<file path="src/rtl/serial_link_host.sv">
// serial_link_host
//
// Host-side master of the Repka-Tang serial link. Serialises a 4-slot
// transmit register file LSB-first into the CPU-side endpoint's input slots,
// and deserialises the endpoint's output slots into 32-bit words. It keeps a
// mirror of the endpoint's slot counter so that every word is tagged with
// its slot.
//
// Ports
//   clk_data      in   link clock
//   sys_reset     in   asynchronous active-high reset, shared with the endpoint
//   run           in   level request for frames (sampled in IDLE and SYNC)
//   wr_en         in   transmit register file write strobe
//   wr_slot[1:0]  in   transmit slot to write
//   wr_data[31:0] in   transmit word
//   dataoutbit    in   serial data from the endpoint (bit i valid in shift cycle i)
//   datainbit     out  serial data to the endpoint (registered)
//   data_sync_en  out  endpoint sync/load strobe, high whenever not shifting (registered)
//   busy          out  high in SHIFT and SYNC
//   tx_slot[1:0]  out  slot targeted by the current or most recent window
//   rx_valid      out  one-cycle pulse, received word on rx_data
//   rx_slot[1:0]  out  endpoint slot the received word came from
//   rx_data[31:0] out  received word, held until the next rx_valid
//
// State  | meaning
// -------+----------------------------------------------------------------
// IDLE   | no window; data_sync_en=1 keeps the endpoint loading, counter frozen
// SHIFT  | 32 shift cycles, bit_cnt 0..31; one bit out and one bit in per cycle
// SYNC   | one cycle of data_sync_en=1; endpoint stores/reloads, rx_valid=1

module serial_link_host (
    input  logic        clk_data,
    input  logic        sys_reset,
    input  logic        run,
    input  logic        wr_en,
    input  logic [1:0]  wr_slot,
    input  logic [31:0] wr_data,
    input  logic        dataoutbit,
    output logic        datainbit,
    output logic        data_sync_en,
    output logic        busy,
    output logic [1:0]  tx_slot,
    output logic        rx_valid,
    output logic [1:0]  rx_slot,
    output logic [31:0] rx_data
);

    typedef enum logic [1:0] {
        ST_IDLE  = 2'd0,
        ST_SHIFT = 2'd1,
        ST_SYNC  = 2'd2
    } state_t;

    state_t      state;
    state_t      state_nxt;

    logic [31:0] txreg [4];
    logic [1:0]  slot;          // mirror of the endpoint's slot counter
    logic [1:0]  load_slot;
    logic [1:0]  cur_rx_slot;
    logic [4:0]  bit_cnt;
    logic [31:0] load_word;
    // Bit 0 of the word goes straight into the datainbit flop at load time,
    // so the shifter only has to hold the remaining 31 bits.
    logic [30:0] tx_shift;
    // The final received bit is taken directly from dataoutbit on the last
    // edge, so only 31 bits need to be accumulated here.
    logic [30:0] rx_shift;
    logic        start_win;
    logic        last_bit;

    // The endpoint advances its counter during the window, so the window
    // being opened targets the slot after the one it is currently showing.
    assign load_slot = slot + 2'd1;
    assign load_word = txreg[load_slot];

    // ------------------------------------------------------------------
    // Transmit register file
    // ------------------------------------------------------------------
    always_ff @(posedge clk_data or posedge sys_reset) begin
        if (sys_reset) begin
            for (int i = 0; i < 4; i++) begin
                txreg[i] <= '0;
            end
        end else if (wr_en) begin
            txreg[wr_slot] <= wr_data;
        end
    end

    // ------------------------------------------------------------------
    // FSM: state register
    // ------------------------------------------------------------------
    always_ff @(posedge clk_data or posedge sys_reset) begin
        if (sys_reset) begin
            state <= ST_IDLE;
        end else begin
            state <= state_nxt;
        end
    end

    // ------------------------------------------------------------------
    // FSM: next-state logic
    // ------------------------------------------------------------------
    always_comb begin
        state_nxt = state;
        case (state)
            ST_IDLE: begin
                if (run) begin
                    state_nxt = ST_SHIFT;
                end
            end
            ST_SHIFT: begin
                if (bit_cnt == 5'd31) begin
                    state_nxt = ST_SYNC;
                end
            end
            ST_SYNC: begin
                state_nxt = run ? ST_SHIFT : ST_IDLE;
            end
            default: begin
                state_nxt = ST_IDLE;
            end
        endcase
    end

    // ------------------------------------------------------------------
    // FSM: output / control decode
    // ------------------------------------------------------------------
    always_comb begin
        busy      = 1'b0;
        start_win = 1'b0;
        last_bit  = 1'b0;
        case (state)
            ST_IDLE: begin
                start_win = run;
            end
            ST_SHIFT: begin
                busy     = 1'b1;
                last_bit = (bit_cnt == 5'd31);
            end
            ST_SYNC: begin
                busy      = 1'b1;
                start_win = run;
            end
            default: begin
                busy = 1'b0;
            end
        endcase
    end

    // ------------------------------------------------------------------
    // Datapath: shifters, slot mirror, registered link outputs
    // ------------------------------------------------------------------
    always_ff @(posedge clk_data or posedge sys_reset) begin
        if (sys_reset) begin
            slot         <= 2'd0;
            cur_rx_slot  <= 2'd0;
            bit_cnt      <= 5'd0;
            tx_shift     <= '0;
            rx_shift     <= '0;
            datainbit    <= 1'b0;
            data_sync_en <= 1'b1;
            tx_slot      <= 2'd0;
            rx_valid     <= 1'b0;
            rx_slot      <= 2'd0;
            rx_data      <= '0;
        end else begin
            rx_valid     <= 1'b0;
            // Registered so that the strobe changes in the same cycle the
            // state does; low only for the 32 shift cycles.
            data_sync_en <= (state_nxt != ST_SHIFT);

            if (start_win) begin
                tx_shift    <= load_word[31:1];
                datainbit   <= load_word[0];
                tx_slot     <= load_slot;
                cur_rx_slot <= slot;
                bit_cnt     <= 5'd0;
            end else if (state == ST_SHIFT) begin
                tx_shift  <= {1'b0, tx_shift[30:1]};
                datainbit <= last_bit ? 1'b0 : tx_shift[0];
                rx_shift  <= {dataoutbit, rx_shift[30:1]};
                bit_cnt   <= bit_cnt + 5'd1;
                // The endpoint bumps its counter at the end of the first
                // shift cycle; mirror that exactly.
                if (bit_cnt == 5'd0) begin
                    slot <= slot + 2'd1;
                end
                if (last_bit) begin
                    rx_valid <= 1'b1;
                    rx_data  <= {dataoutbit, rx_shift};
                    rx_slot  <= cur_rx_slot;
                end
            end else begin
                datainbit <= 1'b0;
            end
        end
    end

endmodule
</file>
<file path="config.mk">
export PLATFORM = sky130hd
export DESIGN_NAME = serial_link_host
export DESIGN_NICKNAME = d
export VERILOG_FILES = /design/src/rtl/serial_link_host.sv
export SDC_FILE = /design/constraint.sdc
export NUM_CORES = 1
export LEC_CHECK = 0
export CAP_MARGIN = 20
export CELL_PAD_IN_SITES_DETAIL_PLACEMENT = 0
export CELL_PAD_IN_SITES_GLOBAL_PLACEMENT = 1
export CORE_ASPECT_RATIO = 0.9
export CORE_UTILIZATION = 49
export DETAILED_ROUTE_END_ITERATION = 12
export PLACE_DENSITY_LB_ADDON = 0.1
export SLEW_MARGIN = 30
export SYNTH_ARGS = -nofsm -noshare
export SYNTH_HDL_FRONTEND = slang
export SYNTH_SLANG_ARGS = --single-unit
</file>
<file path="constraint.sdc">
create_clock -name clk_data -period 10.33 [get_ports clk_data]
set_input_delay 2.066 -clock clk_data [delete_from_list [all_inputs] [get_ports clk_data]]
set_output_delay 2.066 -clock clk_data [all_outputs]
set_load 0.01 [all_outputs]
</file>
**Run 1: clock wiring as the flow saved it**

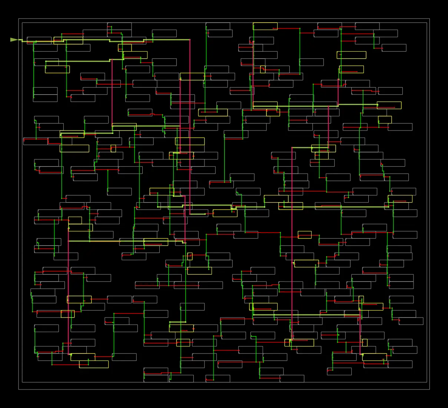
Clock Latency Late Sink: 0.52 ns
number of CTS-inserted buffers: 26
power of the clock network: 1.04 mW

**Run 1: PDN straps and rails**

The bar under the picture is 50 um long. Pins as bars on the die edge.
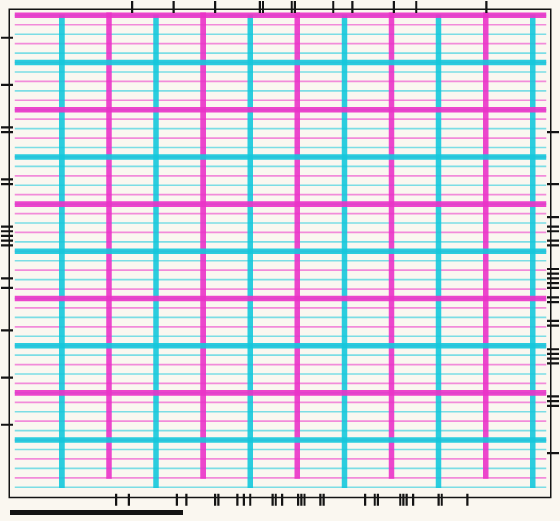
net	color
VSS	cyan
VDD	magenta
met5 straps	10
rows	50
signal pins	79
met4 straps	11
met1 rails	51

==> run summary, run 1 <==
Quick summary of the implementation run below.

The switching share of power came out at 27.9%. Yosys instantiated no cell more often than dfrtp_1. For reference, XOR and XNOR gates occupy 0.505% of the area reported after synthesis. The minimum period implied by the final worst setup slack is 4.07 ns. The number of non-clock inverters came out at 7. The category of cells accounting for the largest share of critical-path delay is buffers and inverters.

The placement row count is 50. The top cell types in the final layout, fill and taps aside, are dfrtp_1, mux2_2, mux2i_1. The run finished with clean final reports. The count of instantiated cells in the yosys netlist is 696. The number of clock-tree buffers in the layout is 36. The number of OpenROAD warnings is 32. The sequential fraction of the synthesis area came out at 57.7%.

The sequential cell area share is 48.6%. The buffer and inverter count on the worst path came out at 2. The register area came out at 0.00601 mm2. The number of buffers other than clock buffers in the final layout came out at 87. For this run, asynchronously set or reset flops after synthesis account for 100%. The worst hold slack came out at 0.486 ns.

Across the routed clock network, the largest skew measured is 0.0101 ns. The largest net degree at the start of global routing is 153. The net switching component of the power came out at 893 uW. The filler cell count came out at 1631. Ranked by instance count, the synthesized netlist is headed by dfrtp_1, mux2_2, mux2i_1. Per the post-synthesis report, the nets total 742.

The maximum clock frequency came out at 0.246 GHz. Input and output buffers added on the ports amount to 78. The cell sitting at the root of the clock tree is a clkbuf_16. The type recorded for the worst min-delay path is register to register. STA classifies the critical path endpoint as a primary output. The synthesis-to-layout area growth is 18.9%. Per the synthesis report, the dominant area consumer among library cells is dfrtp_1. The iteration count recorded for the first detailed-route pass is 4. The hold path startpoint is cur_rx_slot[1]$_DFFE_PP0P_.

In the placement report, post-DP HPWL is listed as 11700 um. The fraction of the mapped netlist area in compound gates came out at 4.65%. The worst setup timing slack at the placement stage came out at 6.05 ns.

The worst supply voltage drop on vdd is 138 uV. The number of cells on the worst reg-to-reg path is 4. The number of antenna violations at the first check in global routing is 0. The initial detailed-routing violation count is 254. The max-slew violation total from the final report is 0. Buffers added to address setup during post-CTS repair amount to 0. In this run the standard cell core region covers 0.0208 mm2. The capturing instance or port of the critical path is busy. The final critical-path share of the clock period is 39.4%.

The cell sequence reported for the critical path is inv_1 > ha_1 > clkdlybuf4s50_1. The post-synthesis share of cell area spent on full adders, half adders and majority gates came out at 0.842%. The largest fanout on the critical path came out at 8.

The worst relative slew slack came out at 43.9%. Nets still carrying antenna violations after routing amount to 0. The transition at the pin with the smallest max-transition slack came out at 0.842 ns. The vertical die size came out at 140 um.

The final worst setup slack came out at 6.26 ns. The sum of internal, switching and leakage power is 3.20 mW. The final-report hold violation count is 0.

The horizontal die dimension came out at 156 um. Power attributed to sequential cells is 1.35 mW. The weighted congestion at the end of routability-driven global placement is 0.732. The number of I/O pins came out at 79. The routed length per placed instance came out at 18.2 um. The largest registers in the layout are txreg: 128 flops, rx_data: 32 flops. The highest metal layer used by the detailed router is met4.

The number of different library cells used by synthesis comes to 35. The data arrival time of the critical path is 2.00 ns. The required time at the worst-slack endpoint came out at 8.26 ns. The area of the die came out at 0.0218 mm2. The post-detailed-placement cell area is 0.0114 mm2.

The register with the most flip-flops is txreg. The delay of the slowest cell on the worst path is 0.54 ns. The post-route cell area is 0.0124 mm2. The end of the worst hold path is cur_rx_slot[1]$_DFFE_PP0P_. Non-clock buffers make up 7.09% of the layout cell area.
**Run 1: the metal 3 layer**

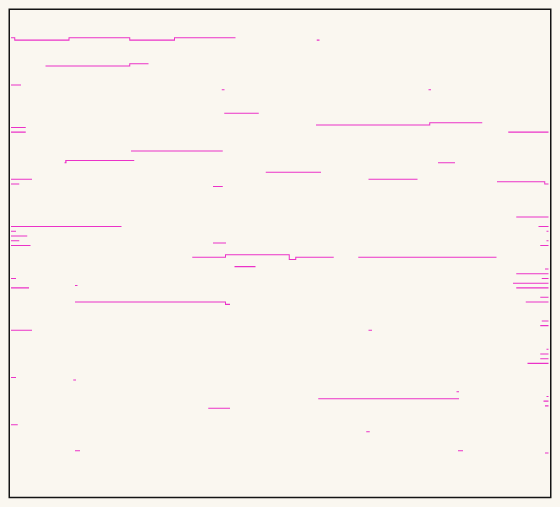
longest straight run	43.2 um
wire length on this layer	598 um

**Run 1: wiring by layer**

The bar under the picture is 50 um long. Only two layers are drawn.
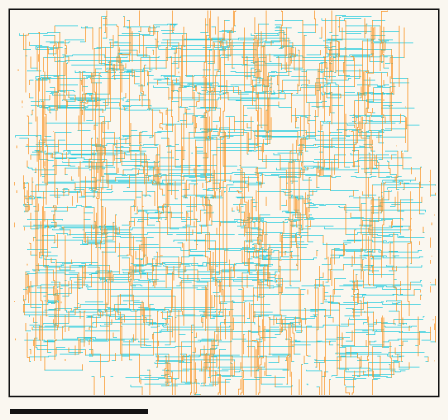

==> run 2, diff against run 1 <==
--- a/config.mk
+++ b/config.mk
@@ -9,7 +9,7 @@
 export CELL_PAD_IN_SITES_DETAIL_PLACEMENT = 0
 export CELL_PAD_IN_SITES_GLOBAL_PLACEMENT = 1
 export CORE_ASPECT_RATIO = 0.9
-export CORE_UTILIZATION = 49
+export CORE_UTILIZATION = 44
 export DETAILED_ROUTE_END_ITERATION = 12
 export PLACE_DENSITY_LB_ADDON = 0.1
 export SLEW_MARGIN = 30
==> constraint.sdc (replaced) <==
create_clock -name clk_data -period 3.4 [get_ports clk_data]
set_input_delay 0.68 -clock clk_data [delete_from_list [all_inputs] [get_ports clk_data]]
set_output_delay 0.68 -clock clk_data [all_outputs]
set_load 0.01 [all_outputs]
**Run 2: wiring by layer**

The bar under the picture is 50 um long. Only two layers are drawn.
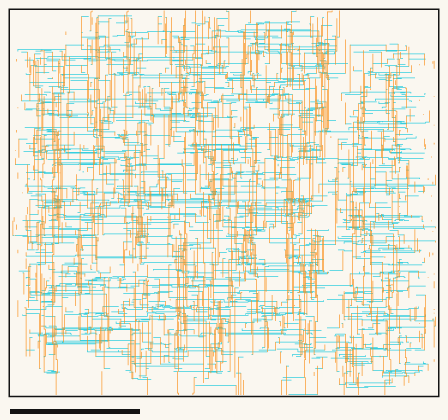
layer	color	wire length
M2	orange	9730 um
M1	cyan	9260 um
routed length per instance: 18.3 um
GRT Resource Usage Total: 17.2%
vias after detailed routing: 5779
Detailed Route WL: 20000 um

**Run 2: met2 routing**

The bar under the picture is 50 um long.
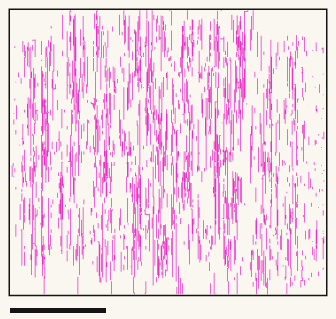
nets with wire on the layer	752
main direction	vertical
share of all routed wire	49%
longest straight run	56.4 um
wire length on this layer	9730 um

==> run summary, run 2 <==
Quick summary of the implementation run below.

The transition at the pin with the smallest max-transition slack came out at 0.891 ns. By instance count after routing, the leading logic cell types are dfrtp_1, mux2_2, mux2i_1. The slew check shows that the tightest pin keeps a relative margin of 40.5%. The latest clock arrival within the worst-skew pair came out at 0.52 ns.

The async set-reset flop share out of synthesis came out at 100%. The final worst setup slack is 0.713 ns. The weighted congestion at the end of routability-driven global placement came out at 0.693. The final timing summary puts the cycle share of the worst path at 79.0%. The longest incremental delay of any stage on the critical path is reported as 0.57 ns. By count the netlist is led by dfrtp_1, mux2_2, mux2i_1.

The required time at the worst-slack endpoint is 2.72 ns. The worst min-delay path class is register to register. The post-route cell area came out at 0.0123 mm2.

The worst setup skew after layout came out at 0.0115 ns. Sorting the Yosys area breakdown by cell type puts at the top dfrtp_1. The run finished with clean final reports. The sequential cell area share is 48.7%. The sum of net half-perimeters after detailed placement is 12200 um.

The fraction of the mapped netlist area in compound gates is 4.65%. The largest net degree at the start of global routing came out at 168. The worst supply voltage drop on vdd came out at 514 uV.

The category of cells accounting for the largest share of critical-path delay is buffers and inverters. Data arrives at the worst endpoint at 2.01 ns. The port buffer count is 78. The cell sequence reported for the critical path is inv_1 > ha_1 > clkdlybuf4s50_1.

The net count entering floorplan came out at 742. The maximum clock frequency is 0.372 GHz. The largest registers in the layout are txreg: 128 flops, rx_data: 32 flops.

The non-clock buffer share of cell area is 7.56%. The tree is rooted in a clkbuf_16. The max-slew violation total from the final report is 0. Signal nets in the final route climb as high as met5. Buffers inserted during clock tree synthesis total 26.

The XOR/XNOR share of the synthesized area came out at 0.505%. The floorplan report gives the top-level pin count as 79. The core outline area came out at 0.0233 mm2. Per report_power, the Sequential row totals 4.15 mW. The number of antenna violations at the first check in global routing is 1.

Counting distinct cell types in the post-synthesis netlist gives 35. The worst hold slack came out at 0.502 ns. The final-report hold violation count came out at 0. The sum of internal, switching and leakage power is 9.46 mW.
**Run 2: the metal 3 layer**

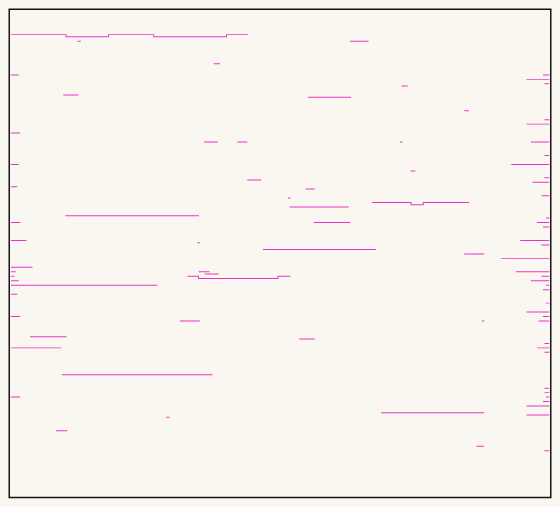
main direction	horizontal
share of all routed wire	3.1%
wire length on this layer	619 um

**Run 2: clock wiring as the flow saved it**

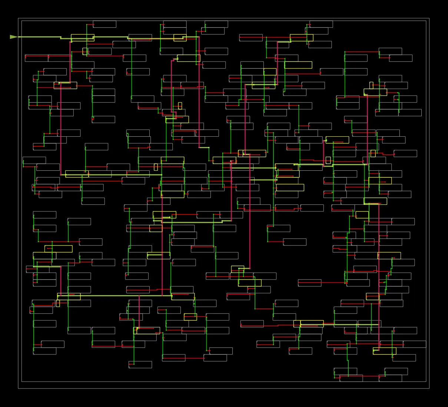

==> run 3, diff against run 2 <==
--- a/config.mk
+++ b/config.mk
@@ -9,7 +9,7 @@
 export CELL_PAD_IN_SITES_DETAIL_PLACEMENT = 0
 export CELL_PAD_IN_SITES_GLOBAL_PLACEMENT = 1
 export CORE_ASPECT_RATIO = 0.9
-export CORE_UTILIZATION = 44
+export CORE_UTILIZATION = 49
 export DETAILED_ROUTE_END_ITERATION = 12
 export PLACE_DENSITY_LB_ADDON = 0.1
 export SLEW_MARGIN = 30
==> constraint.sdc (replaced) <==
create_clock -name clk_data -period 2.63 [get_ports clk_data]
set_input_delay 0.526 -clock clk_data [delete_from_list [all_inputs] [get_ports clk_data]]
set_output_delay 0.526 -clock clk_data [all_outputs]
set_load 0.01 [all_outputs]
**Run 3: clock wiring as the flow saved it**

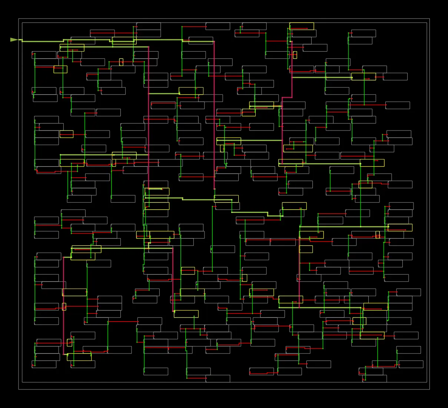
count of flip-flops and latches: 240
# clk buffers: 41
number of sinks on the clock net: 240
Post-Route Skew: 0.00815 ns
Clock Latency Late Sink: 0.51 ns

**Run 3: wiring by layer**

The bar under the picture is 50 um long. Only two layers are drawn.
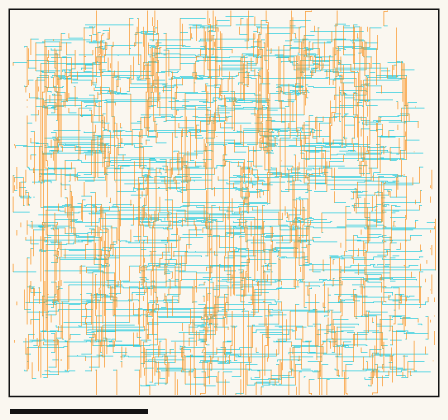
layer	color	wire length
M2	orange	9720 um
M1	cyan	9210 um

**Run 3: PDN straps and rails**

The bar under the picture is 50 um long. Pins as bars on the die edge.
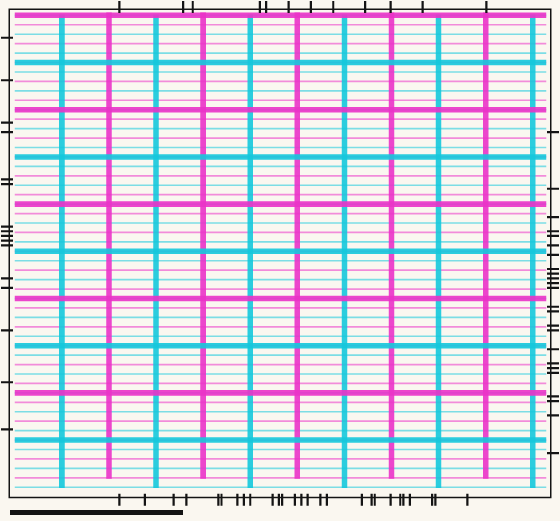
net	color
VSS	cyan
VDD	magenta
rows	50
met5 straps	10
met1 rails	51
signal pins	79

==> run summary, run 3 <==
Quick summary of the implementation run below.

After detailed routing, no signal wire sits above met4. Before CTS, the worst setup slack after placement is 0.346 ns. The switching share of power came out at 28.4%. The worst path uses 93.9% of the clock period. Per STA, the worst path is made up of inv_1 > ha_1 > clkdlybuf4s50_1. The via count is 5800.

The number of buffers other than clock buffers in the final layout is 98. For this run, the total global-route usage over all layers was measured as 19.2%. The routed length per placed instance is 18.4 um. The number of distinct library cells after synthesis came out at 35. The number of I/O pins came out at 79. The run finished with clean final reports.

At the worst endpoint, the arrival time is 1.94 ns. The XOR/XNOR share of the synthesized area came out at 0.505%. The number of antenna violations at the first check in global routing is 0. Per the synthesis report, the dominant area consumer among library cells is dfrtp_1. In the final layout, the registers with the most flip-flops are txreg: 128 flops, rx_data: 32 flops. The sum of net half-perimeters after detailed placement came out at 12300 um. The final timing report lists a hold violation count of 0.

The non-clock buffer share of cell area came out at 8.59%. The commonest cells after synthesis are dfrtp_1, mux2_2, mux2i_1. The detailed-router iteration count before antenna repair is 4.

The tool warning count for the run is 31. The sum of internal, switching and leakage power is 12.2 mW. The number of non-clock inverters is 7. The capture point of the critical path was reported as busy.

The worst supply voltage drop on vdd came out at 422 uV. The final worst setup slack came out at 0.160 ns. The number of cells on the worst reg-to-reg path is 6. The maximum clock frequency came out at 0.405 GHz. The layout stage reports a final design area of 0.0124 mm2. The cell at the root of the clock tree is clkbuf_16. The area growth from synthesis to layout is 19.5%. The worst hold slack is 0.343 ns. The filler cell count is 1594. When the netlist entered floorplanning its net count stood at 742. The clock-net power came out at 3.64 mW. The sequential fraction of the synthesis area is 57.7%. The placement row count came out at 50. The required time at the worst-slack endpoint came out at 2.10 ns. The top cell types in the final layout, fill and taps aside, are dfrtp_1, mux2_2, mux2i_1. The sequential cell area share came out at 48.4%.

The transition at the pin with the smallest max-transition slack is 0.534 ns. The area of the die is 0.0218 mm2. The async set-reset flop share out of synthesis came out at 100%. The post-detailed-placement cell area is 0.0116 mm2. The horizontal die dimension came out at 156 um. The vertical die size is 140 um. The sequential-cell power consumption is 5.32 mW. The count of nets left with antenna violations once routing finished came out at 0. The total clock buffers created by CTS came out at 26.
No activity file was given, so power comes from the tool's default toggle rates.
